run_1/sizes.png
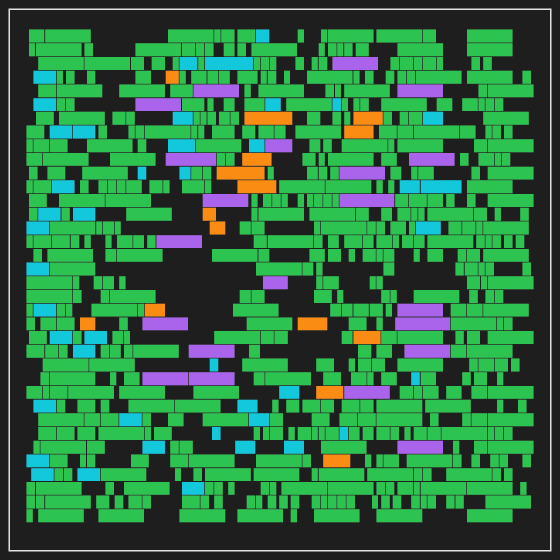
run_1/metal_density.png
Bar = 20 um. The die is cut into 21 by 21 equal tiles; dark blue is low, red is high, scaled to the fullest tile. Values are wire area over tile area, all layers added.
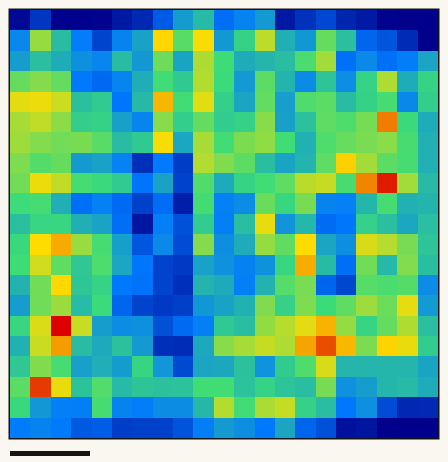
run_1/congestion.png
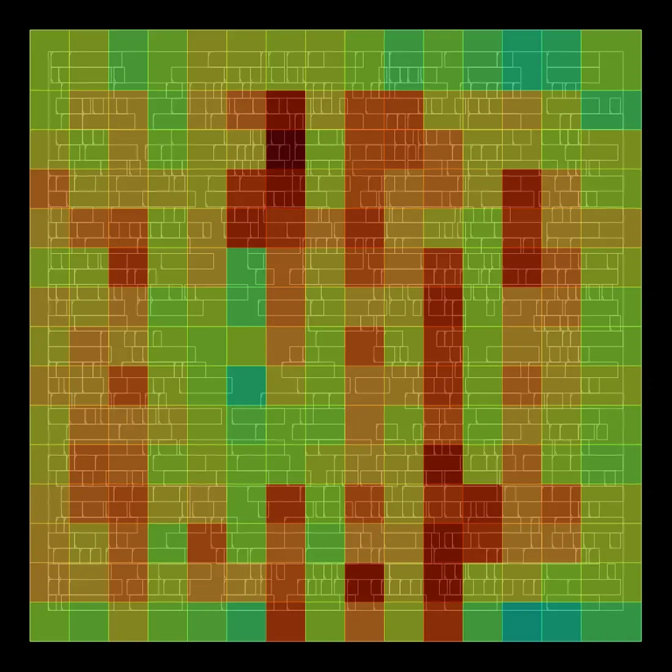
`config.mk`:
```
export PLATFORM = sky130hd
export DESIGN_NAME = ladybird_lsu
export DESIGN_NICKNAME = d
export VERILOG_FILES = /design/src/rtl/ladybird_lsu.sv
export SDC_FILE = /design/constraint.sdc
export NUM_CORES = 1
export LEC_CHECK = 0
export CORE_MARGIN = 3
export CORE_UTILIZATION = 64
export CTS_CLUSTER_SIZE = 10
export DETAILED_ROUTE_END_ITERATION = 10
export DONT_BUFFER_PORTS = 1
export GPL_TIMING_DRIVEN = 0
export PLACE_DENSITY = 0.8
export REMOVE_ABC_BUFFERS = 1
export SLEW_MARGIN = 10
export SYNTH_ARGS = -nofsm -noshare
export SYNTH_HDL_FRONTEND = slang
export SYNTH_SLANG_ARGS = --single-unit
```
`constraint.sdc`:
```
create_clock -name clk -period 2.9 [get_ports clk]
set_input_delay 0.58 -clock clk [delete_from_list [all_inputs] [get_ports clk]]
set_output_delay 0.58 -clock clk [all_outputs]
set_load 0.05 [all_outputs]
```
`src/rtl/ladybird_lsu.sv`:
```
// Load/store unit between execute and memory access. Accepts one RV32 load or
// store at a time, checks alignment, issues a word-aligned memory request with
// byte strobes and replicated store data, extends the returned load lane, and
// hands the result (or a misalignment fault) to writeback.
module ladybird_lsu #(
  parameter int unsigned XLEN = 32
) (
  input  logic            clk,
  input  logic            anrst,
  input  logic            nrst,
  input  logic            req_valid,
  output logic            req_ready,
  input  logic            req_store,
  input  logic [2:0]      req_funct3,
  input  logic [XLEN-1:0] req_addr,
  input  logic [XLEN-1:0] req_data,
  input  logic [4:0]      req_rd,
  output logic            mem_valid,
  input  logic            mem_ready,
  output logic [XLEN-1:0] mem_addr,
  output logic [XLEN-1:0] mem_data,
  output logic [3:0]      mem_wstrb,
  input  logic            mem_rvalid,
  output logic            mem_rready,
  input  logic [XLEN-1:0] mem_rdata,
  output logic            wb_valid,
  input  logic            wb_ready,
  output logic [XLEN-1:0] wb_data,
  output logic [4:0]      wb_rd,
  output logic            wb_fault
);

  typedef enum logic [1:0] {StIdle, StReq, StWait, StResp} state_e;

  state_e            state_q, state_d;
  logic              op_store_q, op_store_d;
  logic [2:0]        op_funct3_q, op_funct3_d;
  logic [1:0]        op_lane_q, op_lane_d;
  logic [4:0]        op_rd_q, op_rd_d;

  logic              req_ready_q, req_ready_d;
  logic              mem_valid_q, mem_valid_d;
  logic [XLEN-1:0]   mem_addr_q, mem_addr_d;
  logic [XLEN-1:0]   mem_data_q, mem_data_d;
  logic [3:0]        mem_wstrb_q, mem_wstrb_d;
  logic              mem_rready_q, mem_rready_d;
  logic              wb_valid_q, wb_valid_d;
  logic [XLEN-1:0]   wb_data_q, wb_data_d;
  logic [4:0]        wb_rd_q, wb_rd_d;
  logic              wb_fault_q, wb_fault_d;

  logic              acc_fault;
  logic [3:0]        acc_strb;
  logic [XLEN-1:0]   acc_wdata;
  logic [XLEN-1:0]   rdata_shift;
  logic [7:0]        lane_b;
  logic [15:0]       lane_h;
  logic [XLEN-1:0]   load_val;

  // Decode the offered operation: fault check, strobes and replicated data.
  always_comb begin
    acc_fault = 1'b0;
    acc_strb  = 4'b0000;
    acc_wdata = '0;
    // funct3 3, 6 and 7 are not loads/stores; unsigned variants have no store form.
    if (req_funct3 == 3'd3 || req_funct3 == 3'd6 || req_funct3 == 3'd7) acc_fault = 1'b1;
    if (req_store && req_funct3 > 3'd2) acc_fault = 1'b1;
    if (req_funct3[1:0] == 2'b01 && req_addr[0]) acc_fault = 1'b1;
    if (req_funct3 == 3'd2 && req_addr[1:0] != 2'b00) acc_fault = 1'b1;
    if (req_store) begin
      case (req_funct3[1:0])
        2'b00: begin
          acc_strb  = 4'b0001 << req_addr[1:0];
          acc_wdata = {4{req_data[7:0]}};
        end
        2'b01: begin
          acc_strb  = 4'b0011 << req_addr[1:0];
          acc_wdata = {2{req_data[15:0]}};
        end
        default: begin
          acc_strb  = 4'b1111;
          acc_wdata = req_data;
        end
      endcase
    end
  end

  // Pick the addressed lane of the returned word and extend it.
  always_comb begin
    rdata_shift = mem_rdata >> {op_lane_q, 3'b000};
    lane_b      = rdata_shift[7:0];
    lane_h      = op_lane_q[1] ? mem_rdata[31:16] : mem_rdata[15:0];
    case (op_funct3_q)
      3'd0:    load_val = {{24{lane_b[7]}}, lane_b};
      3'd4:    load_val = {24'd0, lane_b};
      3'd1:    load_val = {{16{lane_h[15]}}, lane_h};
      3'd5:    load_val = {16'd0, lane_h};
      default: load_val = mem_rdata;
    endcase
  end

  // Next-state and registered-output logic; synchronous reset applied last.
  always_comb begin
    state_d      = state_q;
    op_store_d   = op_store_q;
    op_funct3_d  = op_funct3_q;
    op_lane_d    = op_lane_q;
    op_rd_d      = op_rd_q;
    req_ready_d  = req_ready_q;
    mem_valid_d  = mem_valid_q;
    mem_addr_d   = mem_addr_q;
    mem_data_d   = mem_data_q;
    mem_wstrb_d  = mem_wstrb_q;
    mem_rready_d = mem_rready_q;
    wb_valid_d   = wb_valid_q;
    wb_data_d    = wb_data_q;
    wb_rd_d      = wb_rd_q;
    wb_fault_d   = wb_fault_q;

    unique case (state_q)
      StIdle: begin
        if (req_valid) begin
          op_store_d  = req_store;
          op_funct3_d = req_funct3;
          op_lane_d   = req_addr[1:0];
          op_rd_d     = req_rd;
          req_ready_d = 1'b0;
          if (acc_fault) begin
            state_d    = StResp;
            wb_valid_d = 1'b1;
            wb_data_d  = req_addr;
            wb_rd_d    = 5'd0;
            wb_fault_d = 1'b1;
          end else begin
            state_d     = StReq;
            mem_valid_d = 1'b1;
            mem_addr_d  = {req_addr[31:2], 2'b00};
            mem_wstrb_d = acc_strb;
            mem_data_d  = acc_wdata;
          end
        end
      end
      StReq: begin
        if (mem_ready) begin
          mem_valid_d = 1'b0;
          if (op_store_q) begin
            state_d    = StResp;
            wb_valid_d = 1'b1;
            wb_data_d  = '0;
            wb_rd_d    = 5'd0;
            wb_fault_d = 1'b0;
          end else begin
            state_d      = StWait;
            mem_rready_d = 1'b1;
          end
        end
      end
      StWait: begin
        if (mem_rvalid) begin
          state_d      = StResp;
          mem_rready_d = 1'b0;
          wb_valid_d   = 1'b1;
          wb_data_d    = load_val;
          wb_rd_d      = op_rd_q;
          wb_fault_d   = 1'b0;
        end
      end
      StResp: begin
        if (wb_ready) begin
          state_d     = StIdle;
          wb_valid_d  = 1'b0;
          req_ready_d = 1'b1;
        end
      end
      default: state_d = StIdle;
    endcase

    if (!nrst) begin
      state_d      = StIdle;
      op_store_d   = 1'b0;
      op_funct3_d  = 3'd0;
      op_lane_d    = 2'd0;
      op_rd_d      = 5'd0;
      req_ready_d  = 1'b1;
      mem_valid_d  = 1'b0;
      mem_addr_d   = '0;
      mem_data_d   = '0;
      mem_wstrb_d  = 4'd0;
      mem_rready_d = 1'b0;
      wb_valid_d   = 1'b0;
      wb_data_d    = '0;
      wb_rd_d      = 5'd0;
      wb_fault_d   = 1'b0;
    end
  end

  // State and output registers with asynchronous reset.
  always_ff @(posedge clk or negedge anrst) begin
    if (!anrst) begin
      state_q      <= StIdle;
      op_store_q   <= 1'b0;
      op_funct3_q  <= 3'd0;
      op_lane_q    <= 2'd0;
      op_rd_q      <= 5'd0;
      req_ready_q  <= 1'b1;
      mem_valid_q  <= 1'b0;
      mem_addr_q   <= '0;
      mem_data_q   <= '0;
      mem_wstrb_q  <= 4'd0;
      mem_rready_q <= 1'b0;
      wb_valid_q   <= 1'b0;
      wb_data_q    <= '0;
      wb_rd_q      <= 5'd0;
      wb_fault_q   <= 1'b0;
    end else begin
      state_q      <= state_d;
      op_store_q   <= op_store_d;
      op_funct3_q  <= op_funct3_d;
      op_lane_q    <= op_lane_d;
      op_rd_q      <= op_rd_d;
      req_ready_q  <= req_ready_d;
      mem_valid_q  <= mem_valid_d;
      mem_addr_q   <= mem_addr_d;
      mem_data_q   <= mem_data_d;
      mem_wstrb_q  <= mem_wstrb_d;
      mem_rready_q <= mem_rready_d;
      wb_valid_q   <= wb_valid_d;
      wb_data_q    <= wb_data_d;
      wb_rd_q      <= wb_rd_d;
      wb_fault_q   <= wb_fault_d;
    end
  end

  assign req_ready  = req_ready_q;
  assign mem_valid  = mem_valid_q;
  assign mem_addr   = mem_addr_q;
  assign mem_data   = mem_data_q;
  assign mem_wstrb  = mem_wstrb_q;
  assign mem_rready = mem_rready_q;
  assign wb_valid   = wb_valid_q;
  assign wb_data    = wb_data_q;
  assign wb_rd      = wb_rd_q;
  assign wb_fault   = wb_fault_q;

endmodule

```
==> flow_summary.yaml, run 1 <==
# physical design summary
detailed_routing:
  vias_per_cell: 6.86
  drc: 0
  wl_met1_um: 6810
  drt-wirelength-per-cell_um: 23.7
  met2_length_um: 8820
  top_layer_used: "met4"
  drt_iter0_drc: 404
  first_pass_iters: 5
  wl_met3_um: 2140
synthesis:
  async_reset_ff_frac: 1.00
  compound_area_frac: 0.251
  synth_seq_share: 0.462
  yosysUniqueCellTypes: 65
  ys_sh_simple: 0.145
  synth-warning-count: 0
  ys_chip_area_mm2: 0.00655
  syn_area_mm2: 0.00655
  adder_share: 0.00955
  ys_ff: 121
  synth_top_cell_by_count: "dfrtp_1"
  logic_family: "AND-OR/OR-AND gates"
  synth_area_per_cell_um2: 9.90
  xor_share: 0
  ys_cells: 662
  top_cells_by_area: "dfrtp_1 46%, mux2i_1 5.2%, nand3_1 5.0%"
  ys_dominant_reg_cell: "dfrtp_1"
global_route:
  grt_antenna_before_repair: 0
  grt_use_met2: 0.532
  grt_pass1_vias: 5442
  grt-ovfl-total: 0
  gr-usage-met3: 0.122
  grt_max_degree: 122
critical_path:
  cp_max_fo: 32
  crit_family: "simple AND/OR/NAND/NOR gates"
  arrival_ns: 3.15
  r2r-start: "state_q[0]$_DFFE_PN0P_"
  crit_end: "mem_data[12]$_DFFE_PN0P_"
  worst-r2r-setup-slack_ns: 0.17
  worst_path_max_delay_cell: "dfrtp_1"
  critPathKind: "reg2reg"
  worst-path-buf-inv: 3
  required_ns: 3.31
cells_and_area:
  layout-drive-gt1-share: 0.125
  mi_logic_area_mm2: 0.00319
  fin_util: 0.709
  inverters: 8
  logic_gates: 471
  diodes: 0
  fillCellCount: 695
  sh_comb_area: 0.457
  nClkBuffers: 20
  signal_buffer_area_fraction: 0.00608
pwr:
  p_seq_frac: 0.474
  p_sw_mw: 3.13
  top_power_group: "registers"
  ir_worst_vdd_v: 0.000417
  comb_power_share: 0.250
  p_comb_mw: 1.75
  p_leak_nw: 2.99
timing:
  finalCritPeriodShare: 0.943
  setup_viol: 0
  finalMaxSlewViolations: 0
  tightestPinTransition_ns: 0.958
  setup_tns_ns: 0
  timing.hold.ws_ns: -0.238
  hold_viol: 120
  rsz0062_at_grt: "false"
clock_tree:
  cts_buffers: 17
  cts.sinks: 121
  cts_setup_buffers: 0
  cts-resized-gates: 3
  clockBufferDepth: 2
floorplanning:
  die_h_um: 107
  tapCellCount: 133
  placementRows: 36
  pin_count: 222
  die_area_mm2: 0.0115
  die_w_um: 107
run_status:
  violations: "negative hold slack"
  status: "finished with violations"
placement:
  dp.cells: 734
  gp_congestion: 0.878
  dpl.hpwl_um: 12500
  numPortBuffers: 0
job:
  cap_viol_max_count: 0
## Picture notes: sizes.png
Key: orange = _3 and _4 cells [cells 15, share 2.4%, most used mux2_4]; green = _0 and _1 cells [cells 553, share 88%, most used dfrtp_1]; cyan = _2 cells [cells 43, share 6.8%, most used o31ai_2]; purple = _6 and larger [cells 21, share 3.3%, most used clkbuf_16]
post-route cell area: 0.00699 mm2
synthesis-to-layout area growth: 6.74%
Non-clk bufs: 2
Final WS setup: 0.165 ns

## Picture notes: metal_density.png
2.5% of the tiles are nearly empty. The mean over all tiles is 0.27. 35% of the tiles are over half the peak. The fullest tile reaches 0.64.

## Picture notes: congestion.png
Total GRT Usage: 0.325
Most Crowded Layer GR: met2

run_1/cell_density.png
Bar = 20 um. The die is cut into 11 by 11 equal tiles; dark blue is low, red is high, 0 to 100% covered.
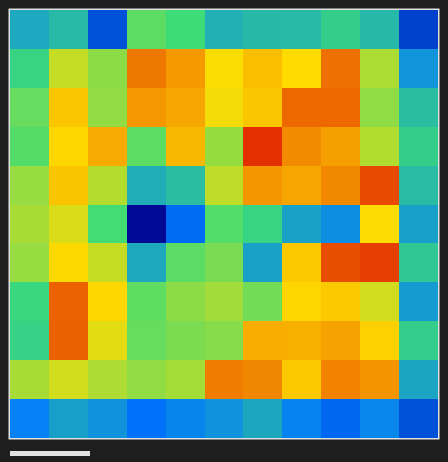

==> run 1 -> run 2 <==
--- a/config.mk
+++ b/config.mk
@@ -5,7 +5,6 @@
 export SDC_FILE = /design/constraint.sdc
 export NUM_CORES = 1
 export LEC_CHECK = 0
-export CORE_MARGIN = 3
 export CORE_UTILIZATION = 64
 export CTS_CLUSTER_SIZE = 10
 export DETAILED_ROUTE_END_ITERATION = 10
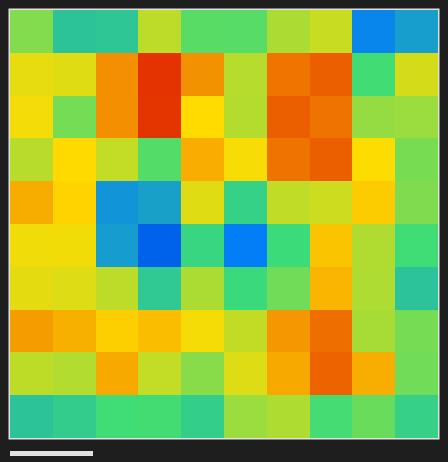
run_2/cell_density.png
Bar = 20 um. The die is cut into 10 by 10 equal tiles; dark blue is low, red is high, 0 to 100% covered.
The mean over all tiles is 65%. The densest ninth of the die: top centre. The emptiest ninth of the die: centre.
fin util: 0.717
Core ar.: 0.00986 mm2
floorplan utilization: 0.664

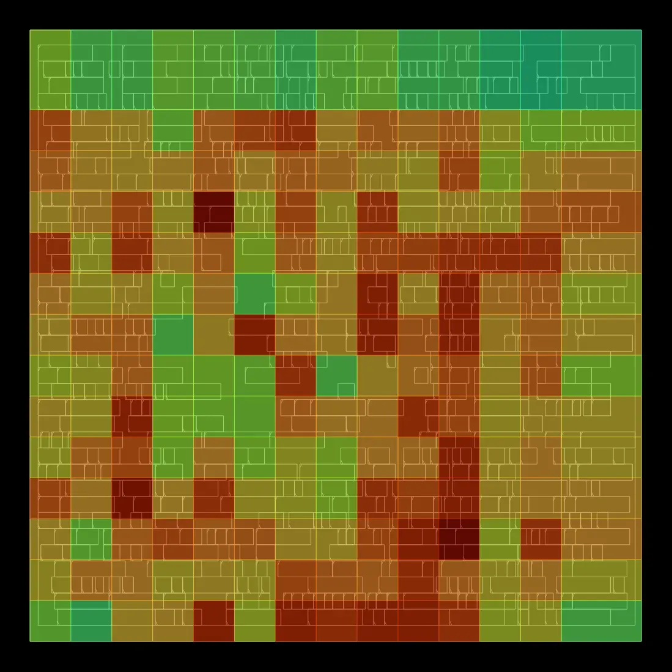
run_2/congestion.png
met2 GRT Util: 0.574
met3 usage: 0.112

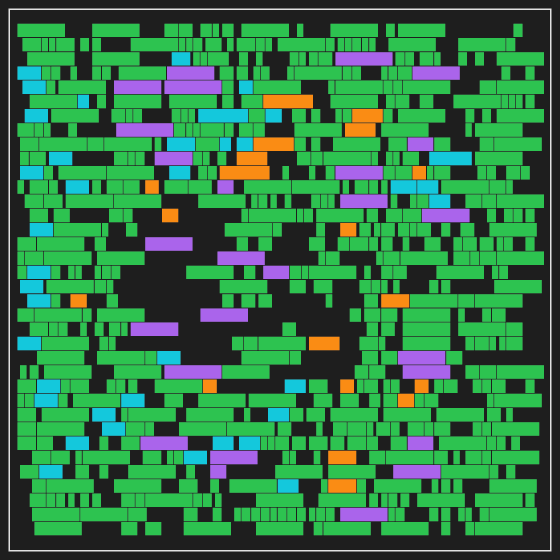
run_2/sizes.png
Key: purple = _6 and larger [cells 26, share 4.1%, most used clkbuf_16]; cyan = _2 cells [cells 38, share 6.0%, most used o31ai_2]; green = _0 and _1 cells [cells 550, share 87%, most used dfrtp_1]; orange = _3 and _4 cells [cells 19, share 3.0%, most used clkinvlp_4]
post-route cell area: 0.00707 mm2
Non-clk bufs: 1
Final WS setup: 0.174 ns
synthesis-to-layout area growth: 7.91%

==> flow_summary.yaml, run 2 <==
# physical design summary
cells_and_area:
  clock_area_frac: 0.0897
  seq-cell-share: 0.428
  layout-drive-gt1-share: 0.131
  inverters: 8
  logic_gates: 471
  final-seq-area_mm2: 0.00303
  layout.nets: 737
  nClkBuffers: 19
  fillCellCount: 707
  final_cells: 766
  largestClassByArea: "combinational gates"
  lay_top_cells: "120 x dfrtp_1, 74 x nand2_1, 65 x nand3_1"
  mi_logic_area_mm2: 0.00319
  signal_buffer_area_fraction: 0.00283
  sh_comb_area: 0.451
  lay_top_count: "dfrtp_1"
  design.seq.count: 121
  diodes: 0
detailed_routing:
  wl_met1_um: 6700
  drt_iter0_drc: 299
  vias: 5379
  wl_um: 18200
  top_layer_used: "met4"
  wl_met3_um: 2050
  drt-wirelength-per-cell_um: 23.7
  drc: 0
  met2_length_um: 8880
  vias_per_cell: 7.02
  first_pass_iters: 6
pwr:
  ir_worst_vdd_v: 0.000528
  p_leak_nw: 3.02
  sw_frac_of_total: 0.439
  comb_power_share: 0.238
  p_seq_frac: 0.453
  p_comb_mw: 1.75
  p_sw_mw: 3.22
  top_power_group: "registers"
global_route:
  grt_pass1_wl_um: 27300
  grt_max_degree: 122
  grt_pass1_vias: 5300
  grt-ovfl-total: 0
  top_usage_layer: "met2"
  grt.total_usage: 0.346
  grt_antenna_before_repair: 0
floorplanning:
  pin_count: 222
  die_w_um: 103
  placementRows: 36
  die_h_um: 103
  die_area_mm2: 0.0106
  tapCellCount: 133
synthesis:
  ys_cells: 662
  async_reset_ff_frac: 1.00
  xor_share: 0
  ys_sh_simple: 0.145
  synth_top_cell_by_count: "dfrtp_1"
  top_cells_by_area: "dfrtp_1 46%, mux2i_1 5.2%, nand3_1 5.0%"
  synth-warning-count: 0
  yosys-top-cells-count: "120 x dfrtp_1, 75 x nand2_1, 65 x nand3_1"
  synth_area_per_cell_um2: 9.90
  ys_chip_area_mm2: 0.00655
  synth-edff-count: 0
  syn_area_mm2: 0.00655
  yosysUniqueCellTypes: 65
  adder_share: 0.00955
  logic_family: "AND-OR/OR-AND gates"
  ys_ff: 121
  ys_dominant_reg_cell: "dfrtp_1"
  top_area_cell: "dfrtp_1"
  compound_area_frac: 0.251
  synth_seq_share: 0.462
run_status:
  status: "finished with violations"
  violations: "negative hold slack"
placement:
  dp.cells: 733
  dpl.hpwl_um: 12200
  numPortBuffers: 0
  gp_congestion: 0.894
  place_area_mm2: 0.00642
  pre_cts_slack_ns: -0.134
critical_path:
  cp_max_fo: 19
  start_kind: "register"
  crit_cells: 6
  r2r-start: "state_q[0]$_DFFE_PN0P_"
  path_cells: "inv_1 > ha_2 > nor2b_1 > o2111ai_4 > o21ai_4 > mux2_2"
  worst-r2r-setup-slack_ns: 0.17
  slowest_delay_ns: 0.57
  required_ns: 3.30
  crit_family: "AND-OR/OR-AND gates"
  worst_path_max_delay_cell: "ha_2"
  crit_end: "wb_data[9]$_DFFE_PN0P_"
  arrival_ns: 3.13
  worst-path-buf-inv: 1
  crit_path_start: "state_q[0]$_DFFE_PN0P_"
  critPathKind: "reg2reg"
job:
  warning_count: 35
  cap_viol_max_count: 0
clock_tree:
  cts_setup_buffers: 0
  h-tree-depth: 4
  cts.sinks: 121
  clockBufferDepth: 2
  cts_buffers: 17
  cts_root_buf: "clkbuf_8"
  clkLatencyLatePin_ns: 0.52
  cts_tree: "yes"
  cts-resized-gates: 3
timing:
  setup_viol: 0
  setup_tns_ns: 0
  rsz0062_at_grt: "false"
  fin_skew_ns: 0.0104
  maxClockFrequency_ghz: 0.367
  finalCritPeriodShare: 0.940
  period_minus_slack_ns: 2.73
  finalMaxSlewViolations: 0
  tightestPinTransition_ns: 1.04
  hold_viol: 121
  timing.hold.ws_ns: -0.248
hold_path:
  hp-class: "in2async"
run_2/placement_by_type.png
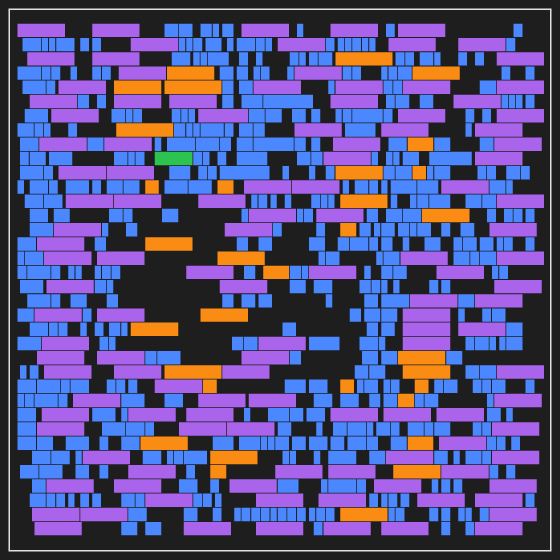

==> run 2 -> run 3 <==
--- a/config.mk
+++ b/config.mk
@@ -12,7 +12,6 @@
 export GPL_TIMING_DRIVEN = 0
 export PLACE_DENSITY = 0.8
 export REMOVE_ABC_BUFFERS = 1
-export SLEW_MARGIN = 10
 export SYNTH_ARGS = -nofsm -noshare
 export SYNTH_HDL_FRONTEND = slang
 export SYNTH_SLANG_ARGS = --single-unit
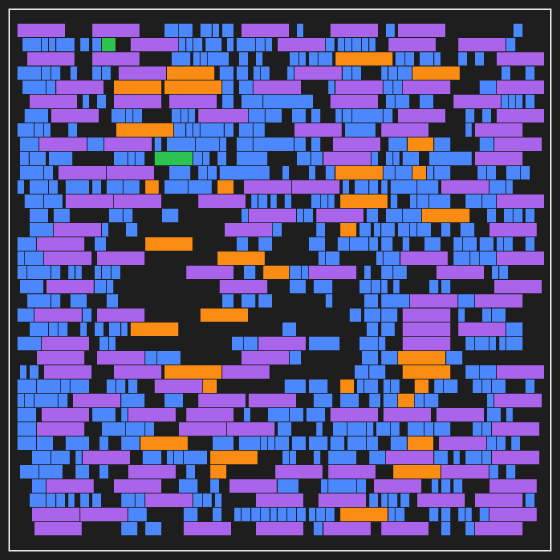
run_3/placement_by_type.png
Key: purple = flops [cells 121, share of their area 44%]; green = other buffers and delay cells [cells 2, share of their area 0.40%]; orange = clock drivers and dummy loads [cells 32, share of their area 9.2%]; blue = combinational and other logic [cells 479, share of their area 47%]
Seq area share: 0.428
fin util: 0.717
post-route cell area: 0.00707 mm2
row cnt: 36

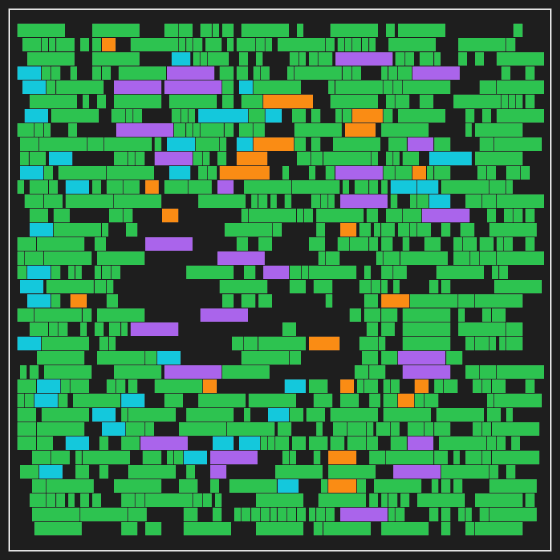
run_3/sizes.png
Key: orange = _3 and _4 cells [cells 20, share 3.2%, most used clkinvlp_4]; purple = _6 and larger [cells 26, share 4.1%, most used clkbuf_16]; cyan = _2 cells [cells 36, share 5.7%, most used o31ai_2]; green = _0 and _1 cells [cells 552, share 87%, most used dfrtp_1]

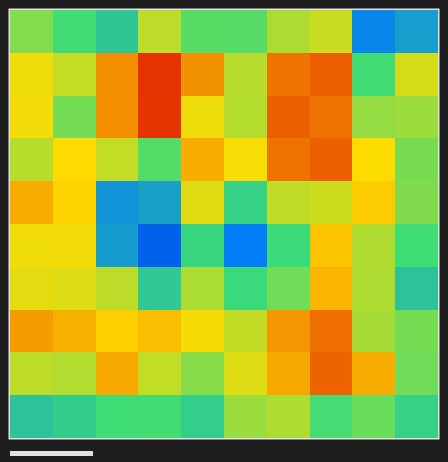
run_3/cell_density.png
Bar = 20 um. The die is cut into 10 by 10 equal tiles; dark blue is low, red is high, 0 to 100% covered.
The fullest tile reaches 94%. The emptiest ninth of the die: centre. The mean over all tiles is 65%.

==> flow_summary.yaml, run 3 <==
# physical design summary
cells_and_area:
  final-seq-area_mm2: 0.00303
  design.seq.count: 121
  lay_top_cells: "120 x dfrtp_1, 75 x nand2_1, 65 x nand3_1"
  fillCellCount: 706
  signal_buffer_area_fraction: 0.00389
  layout.nets: 738
  mi_logic_area_mm2: 0.00318
  inverters: 8
  diodes: 0
  largestClassByArea: "combinational gates"
  lay_top_count: "dfrtp_1"
  sh_comb_area: 0.450
  n_all_buffers: 2
  layout-drive-gt1-share: 0.129
  logic_gates: 471
global_route:
  top_usage_layer: "met2"
  grt_pass1_wl_um: 27300
  grt-ovfl-total: 0
  grt_antenna_before_repair: 0
  gr-usage-met3: 0.112
  grt_max_degree: 122
clock_tree:
  cts_buffers: 17
  cts_setup_buffers: 0
  cts_tree: "yes"
  clkLatencyLatePin_ns: 0.52
  clockBufferDepth: 2
  h-tree-depth: 4
  cts-resized-gates: 3
  cts.sinks: 121
  cts_root_buf: "clkbuf_8"
detailed_routing:
  drc: 0
  wl_met1_um: 6750
  wl_um: 18100
  wl_met3_um: 1990
  drt_iter0_drc: 338
  met2_length_um: 8780
  drt-wirelength-per-cell_um: 23.5
  first_pass_iters: 5
  vias: 5341
  top_layer_used: "met4"
timing:
  maxClockFrequency_ghz: 0.364
  timing.hold.ws_ns: -0.247
  finalMaxSlewViolations: 0
  setup_tns_ns: 0
  setup_viol: 0
  tightestPinTransition_ns: 1.33
  period_minus_slack_ns: 2.75
  fin_skew_ns: 0.00965
  hold_viol: 121
  fin_ws_ns: 0.153
synthesis:
  ys_sh_simple: 0.145
  synth-warning-count: 0
  xor_share: 0
  synth_top_cell_by_count: "dfrtp_1"
  synth_area_per_cell_um2: 9.90
  yosysUniqueCellTypes: 65
  yosys-top-cells-count: "120 x dfrtp_1, 75 x nand2_1, 65 x nand3_1"
  ys_cells: 662
  compound_area_frac: 0.251
  async_reset_ff_frac: 1.00
  ys_dominant_reg_cell: "dfrtp_1"
  ys_ff: 121
  synth_seq_share: 0.462
  adder_share: 0.00955
floorplanning:
  die_area_mm2: 0.0106
  die_h_um: 103
  pin_count: 222
  core-area_mm2: 0.00986
placement:
  dp.cells: 733
  pre_cts_slack_ns: -0.134
  gp_congestion: 0.894
  numPortBuffers: 0
  place_area_mm2: 0.00642
run_status:
  violations: "negative hold slack"
  status: "finished with violations"
critical_path:
  slowest_delay_ns: 0.57
  worst-r2r-setup-slack_ns: 0.15
  cp_max_fo: 19
  worst_path_max_delay_cell: "ha_2"
  crit_path_start: "state_q[0]$_DFFE_PN0P_"
  crit_family: "AND-OR/OR-AND gates"
  arrival_ns: 3.15
  worst-path-buf-inv: 1
  r2r-start: "state_q[0]$_DFFE_PN0P_"
  crit_cells: 6
pwr:
  p_seq_frac: 0.454
  p_leak_nw: 3.02
  comb_power_share: 0.239
  p_sw_mw: 3.21
job:
  warning_count: 35
Power figures rest on the tool's default switching activity, not on a simulated workload.
